==> config.mk <==
export PLATFORM = sky130hd
export DESIGN_NAME = collision_scheduler_flat
export DESIGN_NICKNAME = d
export VERILOG_FILES = /design/src/rtl/collision_scheduler_if.sv /design/src/rtl/collision_scheduler.sv /design/src/flat_wrapper.sv
export SDC_FILE = /design/constraint.sdc
export NUM_CORES = 1
export LEC_CHECK = 0
export ABC_AREA = 1
export CORE_MARGIN = 2
export CORE_UTILIZATION = 59
export CTS_BUF_LIST = sky130_fd_sc_hd__clkbuf_8
export CTS_CLUSTER_SIZE = 8
export DETAILED_ROUTE_END_ITERATION = 8
export HOLD_SLACK_MARGIN = 0.08
export MAX_ROUTING_LAYER = met4
export PLACE_DENSITY = 0.87
export RECOVER_POWER = 50
export SLEW_MARGIN = 25
export SYNTH_ARGS = -nofsm -noshare
export SYNTH_HDL_FRONTEND = slang
export SYNTH_SLANG_ARGS = --single-unit
==> constraint.sdc <==
create_clock -name Clk -period 5.35 [get_ports Clk]
set_input_delay 0.8025 -clock Clk [delete_from_list [all_inputs] [get_ports Clk]]
set_output_delay 0.8025 -clock Clk [all_outputs]
set_load 0.005 [all_outputs]
==> src/rtl/collision_scheduler_if.sv <==
// Request/acknowledge channel between the collision scheduler
// and the shared physics resolver.
interface collision_scheduler_if;
  logic       obj_req;
  logic [4:0] obj_idx;
  logic       obj_ack;

  modport master (
    output obj_req,
    output obj_idx,
    input  obj_ack
  );

  modport slave (
    input  obj_req,
    input  obj_idx,
    output obj_ack
  );
endinterface

==> src/rtl/collision_scheduler.sv <==
// Per-frame collision flag accumulator that serialises involved
// objects to the physics resolver, lowest index first.
module collision_scheduler #(
  parameter int                 NUM_OBJ      = 17,
  parameter int                 TIMEOUT      = 255,
  parameter logic [NUM_OBJ-1:0] SERVICE_MASK = 17'h1FFFF
) (
  input  logic                  Clk,
  input  logic                  Reset_n,
  input  logic                  frame_start,
  input  logic                  coll_valid,
  input  logic [NUM_OBJ-1:0]    collision_in,
  collision_scheduler_if.master phys,
  output logic                  busy,
  output logic                  done,
  output logic [4:0]            serviced_cnt,
  output logic                  timeout_err,
  output logic                  overrun
);

  localparam int TW = $clog2(TIMEOUT + 1);
  localparam logic [TW-1:0] T_LAST = TW'(TIMEOUT - 1);
  localparam logic [NUM_OBJ-1:0] ONE = NUM_OBJ'(1);

  typedef enum logic [2:0] {
    IDLE,
    CHECK,
    ARB,
    REQ,
    DONE
  } state_t;

  state_t             state;
  logic [NUM_OBJ-1:0] accum;
  logic [NUM_OBJ-1:0] pend;
  logic [NUM_OBJ-1:0] coll_v;
  logic [NUM_OBJ-1:0] masked;
  logic [TW-1:0]      timer;
  logic [4:0]         work_cnt;
  logic [4:0]         cnt_inc;
  logic [4:0]         pop;
  logic [4:0]         low_idx;
  logic               more;

  assign coll_v  = coll_valid ? collision_in : '0;
  assign masked  = pend & SERVICE_MASK;
  assign busy    = (state != IDLE);
  assign more    = (pend != '0);
  assign cnt_inc = (work_cnt == 5'd31) ? work_cnt
                                       : work_cnt + 5'd1;

  always_comb begin
    pop = '0;
    for (int i = 0; i < NUM_OBJ; i++)
      pop = pop + 5'(pend[i]);
  end

  // Scan downwards so the lowest set bit wins.
  always_comb begin
    low_idx = '0;
    for (int i = NUM_OBJ - 1; i >= 0; i--)
      if (pend[i])
        low_idx = 5'(i + 1);
  end

  always_ff @(posedge Clk or negedge Reset_n) begin
    if (!Reset_n) begin
      state        <= IDLE;
      accum        <= '0;
      pend         <= '0;
      timer        <= '0;
      work_cnt     <= '0;
      phys.obj_req <= 1'b0;
      phys.obj_idx <= '0;
      done         <= 1'b0;
      serviced_cnt <= '0;
      timeout_err  <= 1'b0;
      overrun      <= 1'b0;
    end else begin
      done        <= 1'b0;
      timeout_err <= 1'b0;
      overrun     <= frame_start && (state != IDLE);

      if (state == IDLE && frame_start)
        accum <= '0;
      else
        accum <= accum | coll_v;

      unique case (state)
        IDLE: begin
          if (frame_start) begin
            pend     <= accum | coll_v;
            work_cnt <= '0;
            state    <= CHECK;
          end
        end
        CHECK: begin
          pend <= masked;
          if (pop < 5'd2 || masked == '0) begin
            state <= DONE;
            done  <= 1'b1;
          end else begin
            state <= ARB;
          end
        end
        ARB: begin
          phys.obj_idx <= low_idx;
          phys.obj_req <= 1'b1;
          pend         <= pend & (pend - ONE);
          timer        <= '0;
          state        <= REQ;
        end
        REQ: begin
          if (phys.obj_ack || timer == T_LAST) begin
            phys.obj_req <= 1'b0;
            phys.obj_idx <= '0;
            if (phys.obj_ack)
              work_cnt <= cnt_inc;
            else
              timeout_err <= 1'b1;
            if (more) begin
              state <= ARB;
            end else begin
              state <= DONE;
              done  <= 1'b1;
            end
          end else begin
            timer <= timer + 1'b1;
          end
        end
        DONE: begin
          serviced_cnt <= work_cnt;
          state        <= IDLE;
        end
        default: state <= IDLE;
      endcase
    end
  end

endmodule
==> src/flat_wrapper.sv <==
// flat-port wrapper written by rule: the top's interface ports become plain ports
module collision_scheduler_flat 
#(
  parameter int                 NUM_OBJ      = 17,
  parameter int                 TIMEOUT      = 255,
  parameter logic [NUM_OBJ-1:0] SERVICE_MASK = 17'h1FFFF
)
  (Clk, Reset_n, frame_start, coll_valid, collision_in, busy, done, serviced_cnt, timeout_err, overrun, phys_obj_req, phys_obj_idx, phys_obj_ack);
  collision_scheduler_if phys_i ();
  input  logic Clk;
  input  logic Reset_n;
  input  logic frame_start;
  input  logic coll_valid;
  input  logic [NUM_OBJ-1:0] collision_in;
  output logic busy;
  output logic done;
  output logic [4:0] serviced_cnt;
  output logic timeout_err;
  output logic overrun;
  output wire logic [$bits(phys_i.obj_req)-1:0] phys_obj_req;
  output wire logic [$bits(phys_i.obj_idx)-1:0] phys_obj_idx;
  input wire logic [$bits(phys_i.obj_ack)-1:0] phys_obj_ack;
  assign phys_obj_req = phys_i.obj_req;
  assign phys_obj_idx = phys_i.obj_idx;
  assign phys_i.obj_ack = phys_obj_ack;
  collision_scheduler #(.NUM_OBJ(NUM_OBJ), .TIMEOUT(TIMEOUT), .SERVICE_MASK(SERVICE_MASK)) u_core (.Clk(Clk), .Reset_n(Reset_n), .frame_start(frame_start), .coll_valid(coll_valid), .collision_in(collision_in), .phys(phys_i), .busy(busy), .done(done), .serviced_cnt(serviced_cnt), .timeout_err(timeout_err), .overrun(overrun));
endmodule
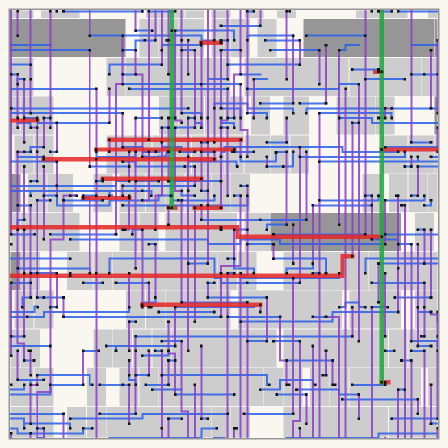
Figure 1: close-up of the layout.
Region (25, 25) to (55, 55) µm. Cells in grey, sequential cells in the stronger grey; small squares are vias.
purple -> met2
blue -> met1
green -> met4
red -> met3
cells with their middle in the window = 101
most frequent = inv_1 (25), nand2_1 (24)
sequential cells in the window = 3
netlist names of flops here include = u_core.phys.obj_idx (2), u_core.masked (1)

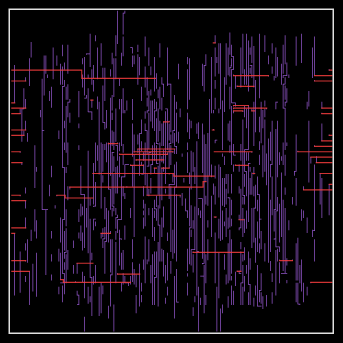
Figure 2: wiring by layer.
Scale: 4 px per µm. Two of the layers only.
red -> met3  # wire length 353 µm
purple -> met2  # wire length 3450 µm
DR WL/cell: 14.1 µm
Routed Wire Length: 7.19 mm

==> flow_metrics.py <==
# Synthesis and PnR figures
metrics = {
    "placement": {
        "dp_hpwl_mm": 5.20,
        "io_buffer_count": 36,
        "pre_cts_ws_ps": 1040,
        "place_congestion": 0.858,
    },
    "clock_tree": {
        "cts.sinks": 64,
        "h-tree-depth": 3,
        "hold_buffers": 0,
        "numCtsBuffers": 9,
        "clockBufferDepth": 2,
        "tritoncts": "yes",
        "cts_resized": 0,
        "cts.clk_slew.worst_paths_ps": 70,
        "cts_setup_buffers": 0,
        "clock_latency_ps": 340,
        "root_buffer": "clkbuf_8",
    },
    "synthesis": {
        "synth_top_area_share_pct": 46.2,
        "ys_seq_share_pct": 46.2,
        "syn_inst": 391,
        "yosys_warnings": 0,
        "netlist_area_um2": 3470,
        "avgSynthCellArea_um2": 8.87,
        "ys_cells": 391,
        "flop_cell": "dfrtp_1",
        "edf_count": 0,
        "async_reset_ff_share_pct": 100,
        "ys_area_um2": 3470,
        "top_area_cell": "dfrtp_1",
        "yosys-top-cells-area": "dfrtp_1 46%, inv_1 7.7%, nand2_1 6.7%",
        "syn-num-nets": 435,
        "ys_ff": 64,
        "synth_cell_type_count": 39,
    },
    "critical_path": {
        "worstPathRequired_ps": 5570,
        "critPathLaunchType": "flop",
        "path_max_fanout": 5,
        "critPathArrivalTime_ps": 4560,
        "path_class": "reg2reg",
        "worst_r2r_path_depth": 15,
        "worstSetupEndpointType": "flop",
    },
    "cells_and_area": {
        "fillCellCount": 413,
        "nets": 476,
        "antennaDiodeCount": 0,
        "drive_above_1_share_pct": 11.9,
        "lay_top_cells": "73 x inv_1, 64 x dfrtp_1, 62 x nand2_1",
        "syn2layout_area_growth_pct": 16.7,
    },
    "floorplanning": {
        "pin_count": 37,
        "fp-row-count": 27,
        "dieArea_um2": 6510,
        "fp_util_pct": 62.2,
        "die_w_um": 80.7,
        "core-area_um2": 5570,
        "die_h_um": 80.7,
    },
    "status": {
        "status": "finished, violations left",
        "failed_checks": "max-capacitance violations, max-slew violations",
    },
    "drt": {
        "routed-via-count": 2769,
        "drt-initial-drc-count": 158,
        "ant_nets": 0,
        "via_per_inst": 5.44,
        "route.detailed.drc": 0,
        "dr.pass1.iters": 4,
    },
    "sta": {
        "fmax_mhz": 231,
        "slew_violations": 65,
        "finalCriticalPeriod_ps": 4340,
        "rsz0062_at_grt": "no",
        "skew_ps": 5.67,
        "setup_viol": 0,
        "finalSetupTns_ps": 0,
        "fin_crit_sh_pct": 81.1,
        "maxSlewHeadroom_pct": -124,
        "worst_slew_pin_slew_ps": 3360,
        "setup_ws_ps": 1010,
        "hold_viol": 0,
    },
    "hold_path": {
        "hp-class": "reg2reg",
        "hold-path-cell-count": 2,
    },
    "grt": {
        "track_usage_pct": 25.7,
        "grt_pass1_wl_mm": 12.3,
        "grt_overflow": 0,
        "antenna_found_initial": 0,
        "grt_max_degree": 65,
        "grt_pass1_vias": 2802,
    },
    "flow_run": {
        "warning_count": 29,
        "cap_violations": 1,
    },
}
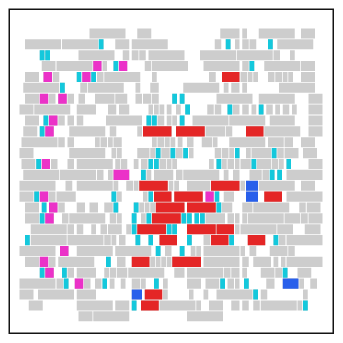
Figure 3: gate families picked out.
Scale: 4 px per µm.
magenta -> AND and OR gates  # cells 18, most used or2_2
cyan -> inverters  # cells 72, most used inv_1, where spread over the die
red -> adder and majority cells  # cells 22
blue -> AND-OR and OR-AND gates  # cells 4, most used a22o_1
fin cells: 509
most frequent logic cell in the layout: inv_1
Comb/total area: 38.4%

[cell families (layout without fill, tap and decap cells)]
logic type	after synthesis	count (layout)	share of synthesized area (%)
flops	64	64	46.2
compound gates	81	81	13.5
buf+inv	80	126	9.02
fa+ha+maj	22	22	10.3
simple gates	144	144	20.9
[cells in the mapped netlist (2+ instances only)]
master / number
inv_1: 71
dfrtp_1: 64
nand2_1: 62
a21oi_1: 29
o21ai_0: 28
nor2_1: 23
nand3_1: 17
or2_2: 17
fa_1: 11
ha_1: 11
clkbuf_1: 5
o22ai_1: 5
nand4_1: 4
nor3_1: 4
o211ai_1: 4
nand2_4: 3
o21ai_1: 3
o31ai_1: 3
a22o_1: 2
nand2_2: 2
nand3_2: 2
nand4_2: 2
nor2_2: 2
nor3_2: 2
[per-layer routing]
| metal | vias to the layer above | track usage (%) | routed length [µm] |
|---|---|---|---|
| met5 | - | - | 0 |
| met4 | 0 | 10.0 | 130 |
| met3 | 15 | 4.94 | 352 |
| met2 | 88 | 41.3 | 3450 |
| met1 | 1324 | 32.4 | 3270 |
| li1 | 1342 | - | - |
[layout make-up]
cell class	instances	area (µm²)	area share [%]
Sequential cell	64	1600	39.6
Timing Repair Buffer	38	367	9.06
Tap cell	72	90.1	2.23
Clock buffer	10	138	3.40
Multi-Input combinational cell	247	1550	38.4
Clock inverter	6	27.5	0.680
Inverter	72	270	6.68
[path summary, 6_finish.rpt]
| check | start | endpoint | slack, ps |
|---|---|---|---|
| max | u_core.masked[0] | u_core.state[1] | 1010 |
| min | u_core.phys.obj_req | u_core.phys.obj_req | 480 |
| max reg2reg | u_core.masked[0] | u_core.state[1] | 1010 |
| min in group asynchronous | Reset_n | u_core.timer[2] | 1690 |
| max in group asynchronous | Reset_n | u_core.accum[15] | 1770 |
| min reg2reg | u_core.phys.obj_req | u_core.phys.obj_req | 480 |
[stage by stage]
step / cell area (µm²) / utilization, % / hold slack [ps] / instances
detailed placement: 3880 / 69.7 / 465 / 493
finish: 4050 / 72.6 / 479 / 509
global route: 4050 / 72.6 / 516 / 509
global placement: 3880 / 69.7 / 456 / 493
floorplan: 3470 / - / 465 / 391
CTS: 4050 / 72.7 / 483 / 509
[critical path, cell delays in order, from the launching register on]
cell and delay, ps:
dfrtp_1 420, inv_1 100, ha_1 300, inv_1 70
fa_1 430, fa_1 510, fa_1 550, fa_1 400
or2_2 320, fa_1 390, o31ai_1 250, o211ai_1 150
nand3_1 100, nand3_1 70, o211ai_1 90, nand2_1 70
[state kept, by name, indices dropped and copies added, names as in the netlist]
signal and count:
u_core.serviced_cnt 5, u_core.accum 17, u_core.done 1, u_core.state 3, u_core.work_cnt 5, u_core.timeout_err 1
u_core.masked 17, u_core.phys.obj_idx 5, u_core.timer 8, u_core.overrun 1, u_core.phys.obj_req 1
